$ cat src/rtl/load_store_unit.sv
// RV32I memory stage: lane steering, byte strobes and load extension over a req/ack port.
// Misaligned, illegal and timed-out ops produce a fault beat instead of a register write.
module load_store_unit #(
  parameter int unsigned TIMEOUT_CYCLES = 255
) (
  input  logic        clk,
  input  logic        rst,
  input  logic        ex_valid,
  output logic        ex_ready,
  input  logic        ex_is_load,
  input  logic        ex_is_store,
  input  logic [2:0]  ex_funct3,
  input  logic [31:0] ex_addr,
  input  logic [31:0] ex_store_data,
  input  logic [4:0]  ex_rd,
  input  logic        ex_rd_we,
  output logic        mem_req,
  output logic        mem_we,
  output logic [31:0] mem_addr,
  output logic [31:0] mem_wdata,
  output logic [3:0]  mem_wstrb,
  input  logic        mem_ack,
  input  logic [31:0] mem_rdata,
  output logic        wb_valid,
  output logic [4:0]  wb_rd,
  output logic        wb_we,
  output logic [31:0] wb_data,
  output logic        fault_valid,
  output logic [1:0]  fault_cause,
  output logic [31:0] fault_addr
);

  localparam int unsigned CNT_W = (TIMEOUT_CYCLES < 2) ? 1 : $clog2(TIMEOUT_CYCLES + 1);
  localparam logic [1:0] CAUSE_MISALIGN = 2'b01;
  localparam logic [1:0] CAUSE_ILLEGAL  = 2'b10;
  localparam logic [1:0] CAUSE_TIMEOUT  = 2'b11;

  typedef enum logic {S_IDLE, S_REQ} state_e;

  state_e            state_q, state_d;
  logic [CNT_W-1:0]  cnt_q, cnt_d;
  logic              mem_req_q, mem_req_d;
  logic              mem_we_q, mem_we_d;
  logic [31:0]       mem_addr_q, mem_addr_d;
  logic [31:0]       mem_wdata_q, mem_wdata_d;
  logic [3:0]        mem_wstrb_q, mem_wstrb_d;
  logic [2:0]        op_f3_q, op_f3_d;
  logic [1:0]        op_off_q, op_off_d;
  logic [4:0]        op_rd_q, op_rd_d;
  logic              op_rd_we_q, op_rd_we_d;
  logic              wb_valid_q, wb_valid_d;
  logic [4:0]        wb_rd_q, wb_rd_d;
  logic              wb_we_q, wb_we_d;
  logic [31:0]       wb_data_q, wb_data_d;
  logic              fault_valid_q, fault_valid_d;
  logic [1:0]        fault_cause_q, fault_cause_d;
  logic [31:0]       fault_addr_q, fault_addr_d;

  logic              accept, is_mem, illegal, misaligned, rd_we_eff, timeout;
  logic [CNT_W-1:0]  cnt_inc;
  logic [7:0]        ld_byte;
  logic [15:0]       ld_half;
  logic [31:0]       ld_data;

  assign ex_ready = (state_q == S_IDLE) && !rst;
  assign accept   = ex_valid && (state_q == S_IDLE);
  assign is_mem   = ex_is_load || ex_is_store;
  assign rd_we_eff = ex_rd_we && (ex_rd != 5'd0);

  // Decode legality of the op presented in IDLE
  always_comb begin
    illegal = (ex_is_load && ex_is_store)
           || (ex_is_load && ((ex_funct3 == 3'b011) || (ex_funct3[2:1] == 2'b11)))
           || (ex_is_store && (ex_funct3[2] || (ex_funct3[1:0] == 2'b11)));
    misaligned = ((ex_funct3[1:0] == 2'b01) && ex_addr[0])
              || ((ex_funct3[1:0] == 2'b10) && (ex_addr[1:0] != 2'b00));
  end

  // Load lane selection and extension
  always_comb begin
    ld_byte = mem_rdata[7:0];
    case (op_off_q)
      2'd1:    ld_byte = mem_rdata[15:8];
      2'd2:    ld_byte = mem_rdata[23:16];
      2'd3:    ld_byte = mem_rdata[31:24];
      default: ld_byte = mem_rdata[7:0];
    endcase
    ld_half = op_off_q[1] ? mem_rdata[31:16] : mem_rdata[15:0];
    case (op_f3_q)
      3'b000:  ld_data = {{24{ld_byte[7]}}, ld_byte};
      3'b001:  ld_data = {{16{ld_half[15]}}, ld_half};
      3'b100:  ld_data = {24'd0, ld_byte};
      3'b101:  ld_data = {16'd0, ld_half};
      default: ld_data = mem_rdata;
    endcase
  end

  assign cnt_inc = cnt_q + CNT_W'(1);
  assign timeout = (TIMEOUT_CYCLES != 0) && (32'(cnt_inc) == TIMEOUT_CYCLES);

  // Next-state and registered-output logic
  always_comb begin
    state_d       = state_q;
    cnt_d         = cnt_q;
    mem_req_d     = mem_req_q;
    mem_we_d      = mem_we_q;
    mem_addr_d    = mem_addr_q;
    mem_wdata_d   = mem_wdata_q;
    mem_wstrb_d   = mem_wstrb_q;
    op_f3_d       = op_f3_q;
    op_off_d      = op_off_q;
    op_rd_d       = op_rd_q;
    op_rd_we_d    = op_rd_we_q;
    wb_valid_d    = 1'b0;
    wb_rd_d       = wb_rd_q;
    wb_we_d       = 1'b0;
    wb_data_d     = wb_data_q;
    fault_valid_d = 1'b0;
    fault_cause_d = fault_cause_q;
    fault_addr_d  = fault_addr_q;

    case (state_q)
      S_IDLE: begin
        if (accept) begin
          if (!is_mem) begin
            wb_valid_d = 1'b1;
            wb_rd_d    = ex_rd;
            wb_we_d    = rd_we_eff;
            wb_data_d  = ex_addr;
          end else if (illegal || misaligned) begin
            wb_valid_d    = 1'b1;
            wb_rd_d       = ex_rd;
            fault_valid_d = 1'b1;
            fault_cause_d = illegal ? CAUSE_ILLEGAL : CAUSE_MISALIGN;
            fault_addr_d  = ex_addr;
          end else begin
            state_d     = S_REQ;
            cnt_d       = '0;
            mem_req_d   = 1'b1;
            mem_we_d    = ex_is_store;
            mem_addr_d  = {ex_addr[31:2], 2'b00};
            op_f3_d     = ex_funct3;
            op_off_d    = ex_addr[1:0];
            op_rd_d     = ex_rd;
            op_rd_we_d  = rd_we_eff && ex_is_load;
            mem_wstrb_d = 4'b0000;
            mem_wdata_d = ex_store_data;
            if (ex_is_store) begin
              case (ex_funct3[1:0])
                2'b00: begin
                  mem_wdata_d = {4{ex_store_data[7:0]}};
                  mem_wstrb_d = 4'b0001 << ex_addr[1:0];
                end
                2'b01: begin
                  mem_wdata_d = {2{ex_store_data[15:0]}};
                  mem_wstrb_d = ex_addr[1] ? 4'b1100 : 4'b0011;
                end
                default: mem_wstrb_d = 4'b1111;
              endcase
            end
          end
        end
      end
      S_REQ: begin
        if (mem_ack) begin
          state_d    = S_IDLE;
          mem_req_d  = 1'b0;
          wb_valid_d = 1'b1;
          wb_rd_d    = op_rd_q;
          wb_we_d    = op_rd_we_q;
          if (!mem_we_q) wb_data_d = ld_data;
        end else if (timeout) begin
          state_d       = S_IDLE;
          mem_req_d     = 1'b0;
          wb_valid_d    = 1'b1;
          wb_rd_d       = op_rd_q;
          fault_valid_d = 1'b1;
          fault_cause_d = CAUSE_TIMEOUT;
          fault_addr_d  = {mem_addr_q[31:2], op_off_q};
        end else begin
          cnt_d = cnt_inc;
        end
      end
      default: state_d = S_IDLE;
    endcase
  end

  always_ff @(posedge clk) begin
    if (rst) begin
      state_q       <= S_IDLE;
      cnt_q         <= '0;
      mem_req_q     <= 1'b0;
      mem_we_q      <= 1'b0;
      mem_addr_q    <= '0;
      mem_wdata_q   <= '0;
      mem_wstrb_q   <= '0;
      op_f3_q       <= '0;
      op_off_q      <= '0;
      op_rd_q       <= '0;
      op_rd_we_q    <= 1'b0;
      wb_valid_q    <= 1'b0;
      wb_rd_q       <= '0;
      wb_we_q       <= 1'b0;
      wb_data_q     <= '0;
      fault_valid_q <= 1'b0;
      fault_cause_q <= '0;
      fault_addr_q  <= '0;
    end else begin
      state_q       <= state_d;
      cnt_q         <= cnt_d;
      mem_req_q     <= mem_req_d;
      mem_we_q      <= mem_we_d;
      mem_addr_q    <= mem_addr_d;
      mem_wdata_q   <= mem_wdata_d;
      mem_wstrb_q   <= mem_wstrb_d;
      op_f3_q       <= op_f3_d;
      op_off_q      <= op_off_d;
      op_rd_q       <= op_rd_d;
      op_rd_we_q    <= op_rd_we_d;
      wb_valid_q    <= wb_valid_d;
      wb_rd_q       <= wb_rd_d;
      wb_we_q       <= wb_we_d;
      wb_data_q     <= wb_data_d;
      fault_valid_q <= fault_valid_d;
      fault_cause_q <= fault_cause_d;
      fault_addr_q  <= fault_addr_d;
    end
  end

  assign mem_req     = mem_req_q;
  assign mem_we      = mem_we_q;
  assign mem_addr    = mem_addr_q;
  assign mem_wdata   = mem_wdata_q;
  assign mem_wstrb   = mem_wstrb_q;
  assign wb_valid    = wb_valid_q;
  assign wb_rd       = wb_rd_q;
  assign wb_we       = wb_we_q;
  assign wb_data     = wb_data_q;
  assign fault_valid = fault_valid_q;
  assign fault_cause = fault_cause_q;
  assign fault_addr  = fault_addr_q;

endmodule

$ cat config.mk
export PLATFORM = sky130hd
export DESIGN_NAME = load_store_unit
export DESIGN_NICKNAME = d
export VERILOG_FILES = /design/src/rtl/load_store_unit.sv
export SDC_FILE = /design/constraint.sdc
export NUM_CORES = 1
export LEC_CHECK = 0
export CAP_MARGIN = 20
export CORE_ASPECT_RATIO = 0.5
export CORE_MARGIN = 8
export CORE_UTILIZATION = 40
export CTS_CLUSTER_DIAMETER = 50
export DETAILED_ROUTE_END_ITERATION = 8
export GPL_TIMING_DRIVEN = 0
export PLACE_DENSITY = 0.82
export SYNTH_ARGS = -nofsm -noshare
export SYNTH_HDL_FRONTEND = slang
export SYNTH_SLANG_ARGS = --single-unit
$ cat constraint.sdc
create_clock -name clk -period 5.7 [get_ports clk]
set_input_delay 0.855 -clock clk [delete_from_list [all_inputs] [get_ports clk]]
set_output_delay 0.855 -clock clk [all_outputs]
set_load 0.005 [all_outputs]
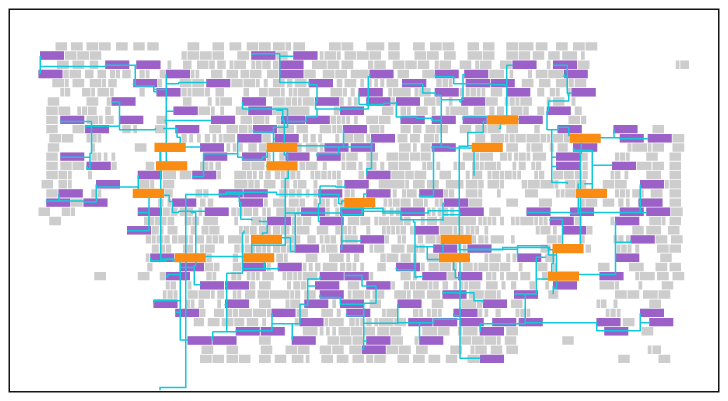
Fig. 1. Clock network drawn from the DEF (run 1).
- cells driving clock nets: orange (count 17)
- clock wires: cyan (length 2,090 µm)
- flip-flops: purple (count 162)
- routed clock nets: 18
Clock Power Share: 0.394
Insertion Delay late pin: 0.44 ns

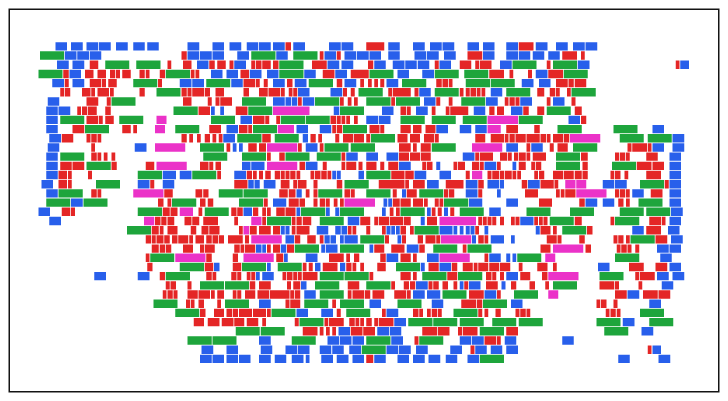
Fig. 2. Cells coloured by class (run 1).
- clock drivers and dummy loads: magenta (cells 32; share of their area 5.7%)
- other buffers and delay cells: blue (cells 329; share of their area 27%)
- all other logic: red (cells 649; share of their area 36%)
- flip-flops: green (cells 162; share of their area 31%)
Core ar.: 18,400 µm²
post-route cell area: 10,900 µm²
fraction of area in registers: 0.297
Final Core Density: 0.593
# rows: 35

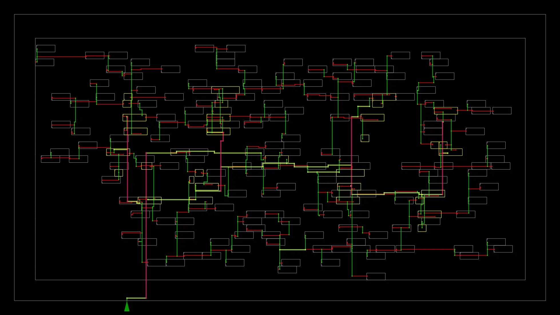
Fig. 3. Clock routing (run 1).
Final Skew: 0.0112 ns
CTS Buf Count: 17
clk sink count: 162

==> deck_impl_summary.md, run 1 <==
Key Metrics from the Run

Status
  – Status: completed

Synthesis
  – Count leader, synth: nand2_1
  – Post-synth seq share: 0.433
  – FFs w/ async S/R, synth: 0
  – Count of library flops with an enable pin: 0
  – Top cells by count: 189 x nand2_1, 162 x dfxtp_1, 100 x a21oi_1
  – Top logic family: AND-OR/OR-AND gates
  – Simple share: 0.171
  – Mux area share: 0.0809
  – Cell taking the most area after synthesis: dfxtp_1
  – Dominant register cell: dfxtp_1
  – Unique cell types: 51
  – Max-area cell share: 0.433
  – Flops after synth: 162
  – Cell count listed in synth_stat.txt: 889
  – Yosys stat chip area: 7490 µm²
  – Syn avg cell area: 8.42 µm²
  – Synthesized area: 7490 µm²
  – XOR-XNOR Cells, Area Fraction: 0.00468
  – Warnings, synthesis: 0

Clock network
  – Hold_buf cts: 0
  – Max clock buf depth: 2
  – Setup bufs post-CTS: 0
  – H-Tree Depth: 4
  – Clock root buffer: clkbuf_16
  – Reg clk slew, reported paths: around 0.07 ns

Setup path
  – Crit path DAT: about 3.3 ns
  – CP max-delay cell: clkdlybuf4s50_1
  – Worst setup SP type: input pin
  – Register-to-Register Path Depth: 6
  – Crit Path Max Fanout: 10
  – Reg-to-Reg Start: state_q
  – CP cell instances: clkdlybuf4s50_1 -> clkbuf_1 -> clkbuf_1 -> clkbuf_1 -> nor2_1 -> clkdlybuf4s50_1
  – Crit. Startpoint: rst
  – Setup crit end kind: output pin
  – Slowest stage delay, CP: 0.53 ns
  – Crit Path Class: input pin to output pin
  – Reg2reg end: wb_data[31]
  – Crit path capture: ex_ready
  – Critical Path RT: ~4.9 ns

Global route
  – Number of global-route vias before repair: around 8,000
  – Pin count of the biggest net entering global routing: 17
  – Antenna violations before repair: 0
  – Global route overflow: 0
  – First-pass GRT wire length: roughly 46 mm
  – Global Route Usage Sum: 0.244

STA
  – Final Slew Violations: 0
  – Final WS setup: between 1.5 and 2 ns
  – Final setup vio count: 0
  – Final period utilization: 0.733
  – Slew headroom: 0.341
  – Final hold vios: 0
  – Setup TNS Final: 0 ns
  – Slew @ Worst Pin: 0.988 ns
  – Fin crit period: ~4.2 ns
  – RSZ-0062 raised after global routing: false

Layout
  – Area grow syn2layout: 45.6%
  – Bufs w/o clock: 329
  – Nets: between 1,000 and 1,500
  – Invs w/o clock: 19
  – Non-filler cells in the finished layout: 1,412
  – Biggest Area Class: multi-input combinational cells
  – Inserted Diodes: 0
  – Clock network area share: 0.0555
  – Sequential Area: approximately 3200 µm²
  – Highest-count logic cell in the final layout: clkdlybuf4s50_1
  – Clkbuf count: 18
  – Non-clk buf share: 0.267
  – Seq Cell Count: ~160
  – Commonest non-fill, non-tap cells in the layout: 250 x clkdlybuf4s50_1, 189 x nand2_1, 162 x dfxtp_1, 100 x a21oi_1, 78 x nor2_1

Floorplanning
  – Tap Cells: roughly 240
  – Core Util at FP: 0.407
  – Die width: ~210 µm
  – Top-Level Pins: about 260
  – Die H: roughly 110 µm
  – Die area: approximately 24,000 µm²

Power
  – Switching part of the total: 0.286
  – Leakage: 3.78 nW
  – PD cells: approximately 280 nW/µm²
  – Comb power frac: 0.196
  – Sw Pwr: between 0.0008 and 0.0009 W
  – Comb group: ~0.00060 W
  – Clock group: approximately 0.0012 W
  – Post-layout power: just over 0.003 W
  – Seq pwr: between 0.001 and 0.0015 W
  – Max power group: registers
  – Maximum vdd drop: around 0.24 mV

Route
  – Vias: 8,027
  – Via density: 5.68
  – Drt total wl: about 30 mm
  – 1st-iter DRT viols: approximately 650
  – Residual DRC: 0

Placed design
  – Post-place setup slack: about 1.6 ns
  – DP Area: just over 10,000 µm²
  – Inst Count DP: 1,380
  – Number of port buffers: between 200 and 300
  – HPWL after DPL: ~23 mm

Flow run
  – Log Warnings: 27
  – Max cap viols: 0

Worst hold path
  – Hold_sp: wb_data[7]
  – Hold path endpoint: wb_data[7]
  – Hold Path Class: flop to flop
  – Hold Crit Depth: 2
## run 1: routing by layer
metal | global-route usage | routed length [µm] | vias up
met1 | 0.285 | 11800 | 3844
met2 | 0.417 | 14700 | 391
met4 | 0.132 | 1480 | 0
met3 | 0.0566 | 2200 | 100
met5 | 0 | 0 | -
li1 | - | - | 3692
## run 1: worst max-delay path, delay by kind of cell
kind,cells,cell delay [ns]
buffers and inverters,5,2.36
and+or+nand+nor,1,0.10
## run 1: state kept, by name (all words and copies together), names as in the netlist, 2 cells and up
signal,count
mem_wdata,32
cnt_q,8
wb_data,32
fault_addr,32
op_rd_q,5
op_f3_q,3
fault_cause,2
mem_addr,30
mem_wstrb,4
wb_rd,5
op_off_q,2
==> inputs of run 2 (changes only) <==
==> constraint.sdc (replaced) <==
create_clock -name clk -period 4.3 [get_ports clk]
set_input_delay 0.645 -clock clk [delete_from_list [all_inputs] [get_ports clk]]
set_output_delay 0.645 -clock clk [all_outputs]
set_load 0.005 [all_outputs]
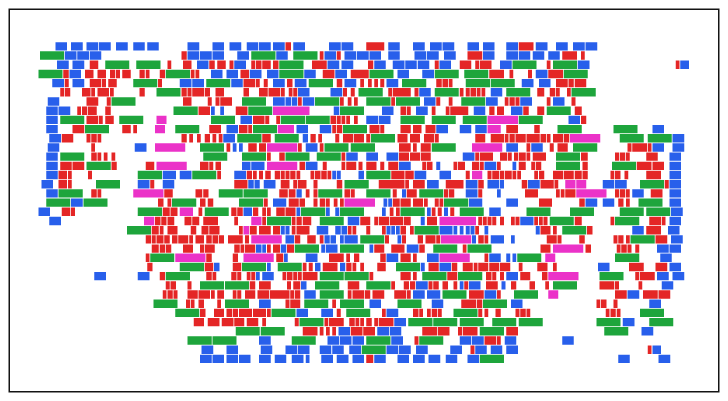
Fig. 4. Cells coloured by class (run 2).
- other buffers and delay cells: blue (cells 329; share of their area 27%)
- flip-flops: green (cells 162; share of their area 31%)
- all other logic: red (cells 649; share of their area 36%)
- clock drivers and dummy loads: magenta (cells 32; share of their area 5.7%)

==> run 2 against run 1 <==
Setup slack got worse by 0.98 ns. Combinational power rose by 32%. Power rose by 33%. Final area did not move. Non-clock buffer count did not move. Via count did not move. Critical path type unchanged. Highest routed layer unchanged.
==> deck_impl_summary.md, run 2 <==
Key Metrics from the Run

Power
  – PD cells: approximately 370 nW/µm²
  – Comb group: 0.000791 W
  – Maximum vdd drop: ~0.32 mV
  – Clock Power Share: 0.394
  – Post-layout power: between 0.004 and 0.005 W
  – Clock group: 0.00159 W
  – Max power group: registers
  – Comb power frac: 0.196
  – Sw Pwr: approximately 0.0012 W
  – Switching part of the total: 0.286
  – Leakage: around 3.8 nW

Synthesis
  – Yosys stat chip area: 7490 µm²
  – Max-area cell share: 0.433
  – Synthesized area: 7490 µm²
  – Count leader, synth: nand2_1
  – FFs w/ async S/R, synth: 0
  – Cell count listed in synth_stat.txt: 889
  – Dominant register cell: dfxtp_1
  – Flops after synth: 162
  – Top cells by count: 189 x nand2_1, 162 x dfxtp_1, 100 x a21oi_1
  – Count of library flops with an enable pin: 0
  – Simple share: 0.171
  – Top logic family: AND-OR/OR-AND gates
  – Mux area share: 0.0809
  – Syn avg cell area: 8.42 µm²
  – Warnings, synthesis: 0
  – Top cells by area: dfxtp_1 43%, nand2_1 9.5%, a21oi_1 6.7%
  – Post-synth seq share: 0.433
  – XOR-XNOR Cells, Area Fraction: 0.00468
  – Cell taking the most area after synthesis: dfxtp_1
  – Unique cell types: between 50 and 60

Worst hold path
  – Hold_sp: wb_data[7]
  – Hold path endpoint: wb_data[7]
  – Hold Crit Depth: 2
  – Hold Path Class: flop to flop

Setup path
  – R2r setup slk: 1.67 ns
  – Crit path capture: ex_ready
  – Critical Path RT: roughly 3.7 ns
  – Reg2reg end: wb_data[31]
  – Reg-to-Reg Start: state_q
  – Setup crit end kind: output pin
  – Worst setup SP type: input pin
  – Crit path DAT: about 3.1 ns
  – Crit Path Class: input pin to output pin
  – Crit. Startpoint: rst
  – Crit Path Max Fanout: 10
  – Register-to-Register Path Depth: 6

Route
  – Wire length per cell: between 20 and 25 µm
  – Via density: ~5.7
  – Vias: roughly 8,000
  – Residual DRC: 0
  – DR pass1 iterations: 5
  – Post-route ant nets: 0
  – 1st-iter DRT viols: roughly 650
  – Drt total wl: 30.2 mm

Clock network
  – H-Tree Depth: 4
  – Reg clk slew, reported paths: around 0.07 ns
  – Insertion Delay late pin: ~0.44 ns
  – Hold_buf cts: 0
  – Clk sink count: about 160
  – Max clock buf depth: 2
  – CTS-repair resized insts: 0
  – CTS Buf Count: 17
  – Setup bufs post-CTS: 0
  – Clock root buffer: clkbuf_16

STA
  – Fin crit period: 3.76 ns
  – Final setup vio count: 0
  – Setup TNS Final: 0 ns
  – Slew @ Worst Pin: between 0.9 and 1 ns
  – Final WS setup: 0.544 ns
  – Final Skew: 0.0112 ns
  – Slew headroom: 0.341
  – Final Slew Violations: 0
  – Final period utilization: 0.874
  – RSZ-0062 raised after global routing: false
  – Final hold vios: 0

Placed design
  – Inst Count DP: 1,380
  – Number of port buffers: around 250
  – Post-place setup slack: approximately 0.62 ns
  – DP Area: between 10,000 and 15,000 µm²
  – HPWL after DPL: 23.5 mm

Global route
  – Global route overflow: 0
  – First-pass GRT wire length: roughly 46 mm
  – Global Route Usage Sum: 0.244
  – Pin count of the biggest net entering global routing: 17
  – Antenna violations before repair: 0
  – Number of global-route vias before repair: approximately 8,000

Layout
  – Bufs w/o clock: 329
  – Clock network area share: 0.0555
  – Non-clk buf share: 0.267
  – Nets: ~1,300
  – Clkbuf count: 18
  – Non-filler cells in the finished layout: about 1,400
  – Inserted Diodes: 0
  – Fraction of area in registers: 0.297
  – Seq Cell Count: about 160
  – Post-route cell area: 10,900 µm²
  – Highest-count logic cell in the final layout: clkdlybuf4s50_1
  – Commonest non-fill, non-tap cells in the layout: 250 x clkdlybuf4s50_1, 189 x nand2_1, 162 x dfxtp_1, 100 x a21oi_1, 78 x nor2_1
  – Area grow syn2layout: 45.6%
  – Invs w/o clock: 19
  – Final Core Density: 0.593
  – Biggest Area Class: multi-input combinational cells

Flow run
  – Log Warnings: 27
  – Max cap viols: 0

Floorplanning
  – Core Util at FP: 0.407
  – Die width: ~210 µm
  – Core ar.: between 15,000 and 20,000 µm²
  – Top-Level Pins: approximately 260
  – Die area: 23,600 µm²
  – Die H: 113 µm
  – Tap Cells: around 240
  – # rows: 35

Status
  – Status: completed
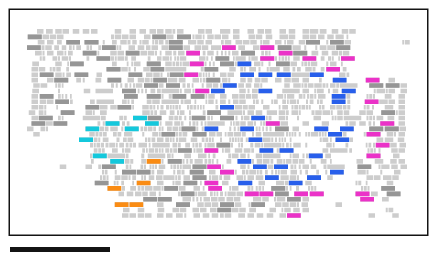
Fig. 5. Where the registers sit (run 2).
Bar = 50 µm. Other sequential cells in the stronger grey, the rest of the logic in the fainter grey.
- wb_rd: orange (sequential cells 5)
- mem_addr: magenta (sequential cells 30)
- cnt_q: cyan (sequential cells 8; where middle left)
- wb_data: blue (sequential cells 32)
- not coloured: 87
Sequential Area: 3240 µm²
seq pwr: 0.00165 W

## run 2: cell counts in the layout (fill, tap and decap cells not counted)
No cell type changed its count.
## run 2: kinds of logic (layout without fill, tap and decap cells)
kind of cell               Yosys count  count (layout)
muxes                               59              59
other                                1               2
and+or+nand+nor                    313             313
DFF                                162             162
xor gates and xnor gates             4               4
adders and majority gates            2               2
buffers and inverters               98             380
AOI/OAI and AO/OA                  250             250
## run 2: per-layer routing
metal	vias to the layer above	share of wire	global-route usage
li1	3692	-	-
met1	3844	0.39	0.285
met2	391	0.49	0.417
met3	100	0.073	0.0566
met4	0	0.049	0.132
met5	-	0	0
## run 2: critical path, cell delays in order
cell             delay, ns
clkdlybuf4s50_1       0.53
clkbuf_1              0.41
clkbuf_1              0.47
clkbuf_1              0.47
nor2_1                0.10
clkdlybuf4s50_1       0.48
==> inputs of run 3 (changes only) <==
--- a/config.mk
+++ b/config.mk
@@ -11,8 +11,10 @@
 export CORE_UTILIZATION = 40
 export CTS_CLUSTER_DIAMETER = 50
 export DETAILED_ROUTE_END_ITERATION = 8
+export DONT_BUFFER_PORTS = 1
 export GPL_TIMING_DRIVEN = 0
-export PLACE_DENSITY = 0.82
+export HOLD_SLACK_MARGIN = 0.12
+export PLACE_DENSITY = 0.64
 export SYNTH_ARGS = -nofsm -noshare
 export SYNTH_HDL_FRONTEND = slang
 export SYNTH_SLANG_ARGS = --single-unit
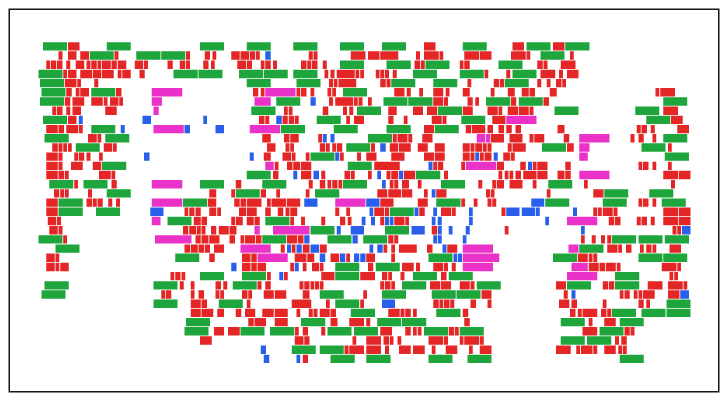
Fig. 6. Cells coloured by class (run 3).
- all other logic: red (cells 649; share of their area 47%)
- clock drivers and dummy loads: magenta (cells 32; share of their area 7.6%)
- flip-flops: green (cells 162; share of their area 40%)
- other buffers and delay cells: blue (cells 79; share of their area 5.0%)
post-route cell area: 8410 µm²
Final Core Density: 0.457
fraction of area in registers: 0.386

==> run 3 against run 2 <==
First-iteration DRC count down 17%. Clock skew about the same. Utilization down 14 points. Via count down 14%. Final area down 23%. Area after synthesis unchanged. Synthesized cell count unchanged. Critical path depth down 2. Non-clock buffer count down 250.
==> deck_impl_summary.md, run 3 <==
Key Metrics from the Run

Synthesis
  – Count of library flops with an enable pin: 0
  – Yosys stat chip area: around 7500 µm²
  – Flops after synth: about 160
  – Top logic family: AND-OR/OR-AND gates
  – Cell taking the most area after synthesis: dfxtp_1
  – Warnings, synthesis: 0
  – Count leader, synth: nand2_1
  – Mux area share: 0.0809
  – FFs w/ async S/R, synth: 0
  – XOR-XNOR Cells, Area Fraction: 0.00468
  – Top cells by area: dfxtp_1 43%, nand2_1 9.5%, a21oi_1 6.7%
  – Dominant register cell: dfxtp_1
  – Synthesized area: approximately 7500 µm²
  – Post-synth seq share: 0.433
  – Max-area cell share: 0.433
  – Unique cell types: 51
  – Cell count listed in synth_stat.txt: ~900
  – Syn avg cell area: about 8.4 µm²

Floorplanning
  – Top-Level Pins: 256
  – Die H: 113 µm
  – Core ar.: between 15,000 and 20,000 µm²
  – Die area: 23,600 µm²
  – # rows: 35
  – Die width: between 200 and 250 µm
  – Core Util at FP: 0.407

Clock network
  – Setup bufs post-CTS: 0
  – H-Tree Depth: 4
  – Reg clk slew, reported paths: approximately 0.070 ns
  – CTS Buf Count: 17
  – Max clock buf depth: 2
  – Clock root buffer: clkbuf_16
  – CTS-repair resized insts: 0
  – Insertion Delay late pin: between 0.4 and 0.5 ns
  – Hold_buf cts: 0
  – Clk sink count: 162

Flow run
  – Max cap viols: 0
  – Log Warnings: 27

Power
  – Post-layout power: around 0.0037 W
  – PD cells: about 450 nW/µm²
  – Maximum vdd drop: approximately 0.28 mV

Global route
  – Global routing usage on met3: 0.0610
  – Global Route Usage Sum: 0.227
  – Global route overflow: 0
  – Number of global-route vias before repair: approximately 6,600
  – First-pass GRT wire length: 41.7 mm
  – M1 GR Usage: 0.287
  – Gr busiest metal: met2
  – Antenna violations before repair: 0
  – Pin count of the biggest net entering global routing: 17
  – Met2 Resource Use GR: 0.369

Layout
  – Layout cell share with drive strength beyond 1: 0.118
  – Inserted Diodes: 0
  – Non-filler cells in the finished layout: 1,162
  – Nets: 1,022
  – Highest-count logic cell in the final layout: nand2_1
  – Commonest non-fill, non-tap cells in the layout: 189 x nand2_1, 162 x dfxtp_1, 100 x a21oi_1, 78 x nor2_1

STA
  – Final Slew Violations: 0
  – Final hold vios: 0
  – Fin crit period: roughly 2.7 ns
  – Final Skew: about 0.011 ns
  – Setup TNS Final: 0 ns
  – Final setup vio count: 0
  – Slew @ Worst Pin: between 0.9 and 1 ns
  – Slew headroom: 0.384
  – RSZ-0062 raised after global routing: false
  – Final period utilization: 0.633

Setup path
  – Reg2reg end: wb_data[31]
  – R2r setup slk: ~1.8 ns
  – Crit path DAT: about 2.1 ns
  – Crit path capture: ex_ready
  – Register-to-Register Path Depth: 6
  – Worst setup SP type: input pin
  – Crit. Startpoint: rst
  – Most used cell, CP: clkbuf_1
  – Slowest stage delay, CP: 0.48 ns
  – CP cell instances: clkbuf_1 -> clkbuf_1 -> clkbuf_1 -> nor2_1
  – Critical Path RT: 3.65 ns
  – Crit Path Class: input pin to output pin
  – Crit Path Max Fanout: 10
  – Setup crit end kind: output pin

Route
  – Vias: approximately 7,000
  – Met1 wire length: between 10 and 15 mm
  – Wire length per cell: 24.2 µm
  – Post-route ant nets: 0
  – Via density: approximately 6
  – Met3 Wirelength: ~2 mm
  – Residual DRC: 0
  – DR pass1 iterations: 5
  – 1st-iter DRT viols: ~540
  – Drt total wl: about 28 mm
  – Met2 routed WL: roughly 13 mm

Placed design
  – Post-place setup slack: roughly 1.6 ns
  – HPWL after DPL: 22.0 mm
  – Number of port buffers: 0
  – DP Area: 7790 µm²

Worst hold path
  – Hold Path Class: input pin to flop
  – Hold_sp: ex_addr[8]
  – Hold path endpoint: mem_addr[8]
  – Hold Crit Depth: 2

Status
  – Status: completed
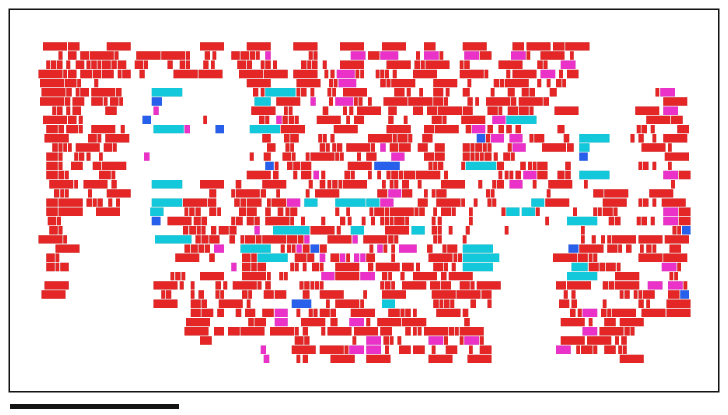
Fig. 7. Sizing map (run 3).
Bar = 50 µm.
- drive 3 to 4: blue (cells 13; share 1.4%)
- drive 1 or less: red (cells 813; share 88%)
- drive 2: magenta (cells 64; share 6.9%)
- drive 6 and up: cyan (cells 32; share 3.5%)
bufs w/o clock: 79
area grow syn2layout: 12.2%
Final WS setup: 1.58 ns

-- run 3: cell counts after synthesis --
No cell type changed its count.
-- run 3: worst max-delay path: cells and delay by family --
| family | cells | cell delay, ns |
|---|---|---|
| buf+inv | 3 | 1.30 |
| simple gates | 1 | 0.13 |
-- run 3: layout make-up --
cell class | count | area [µm²]
buffer | 79 | 405
clock buffer | 20 | 457
clock inverter | 12 | 156
fill | 1791 | 9990
inverter | 19 | 71.3
multi-input combinational | 630 | 3770
sequential | 162 | 3240
tap | 240 | 300
-- run 3: where the power goes --
part | switching [W] | internal (W) | leakage [nW]
Clock | 0.000653 | 0.000947 | 0.289
Sequential | 0.0000881 | 0.00160 | 1.32
Combinational | 0.000295 | 0.000168 | 1.24
Total | 0.00104 | 0.00271 | 2.86
No activity file was given, so power comes from the tool's default toggle rates.
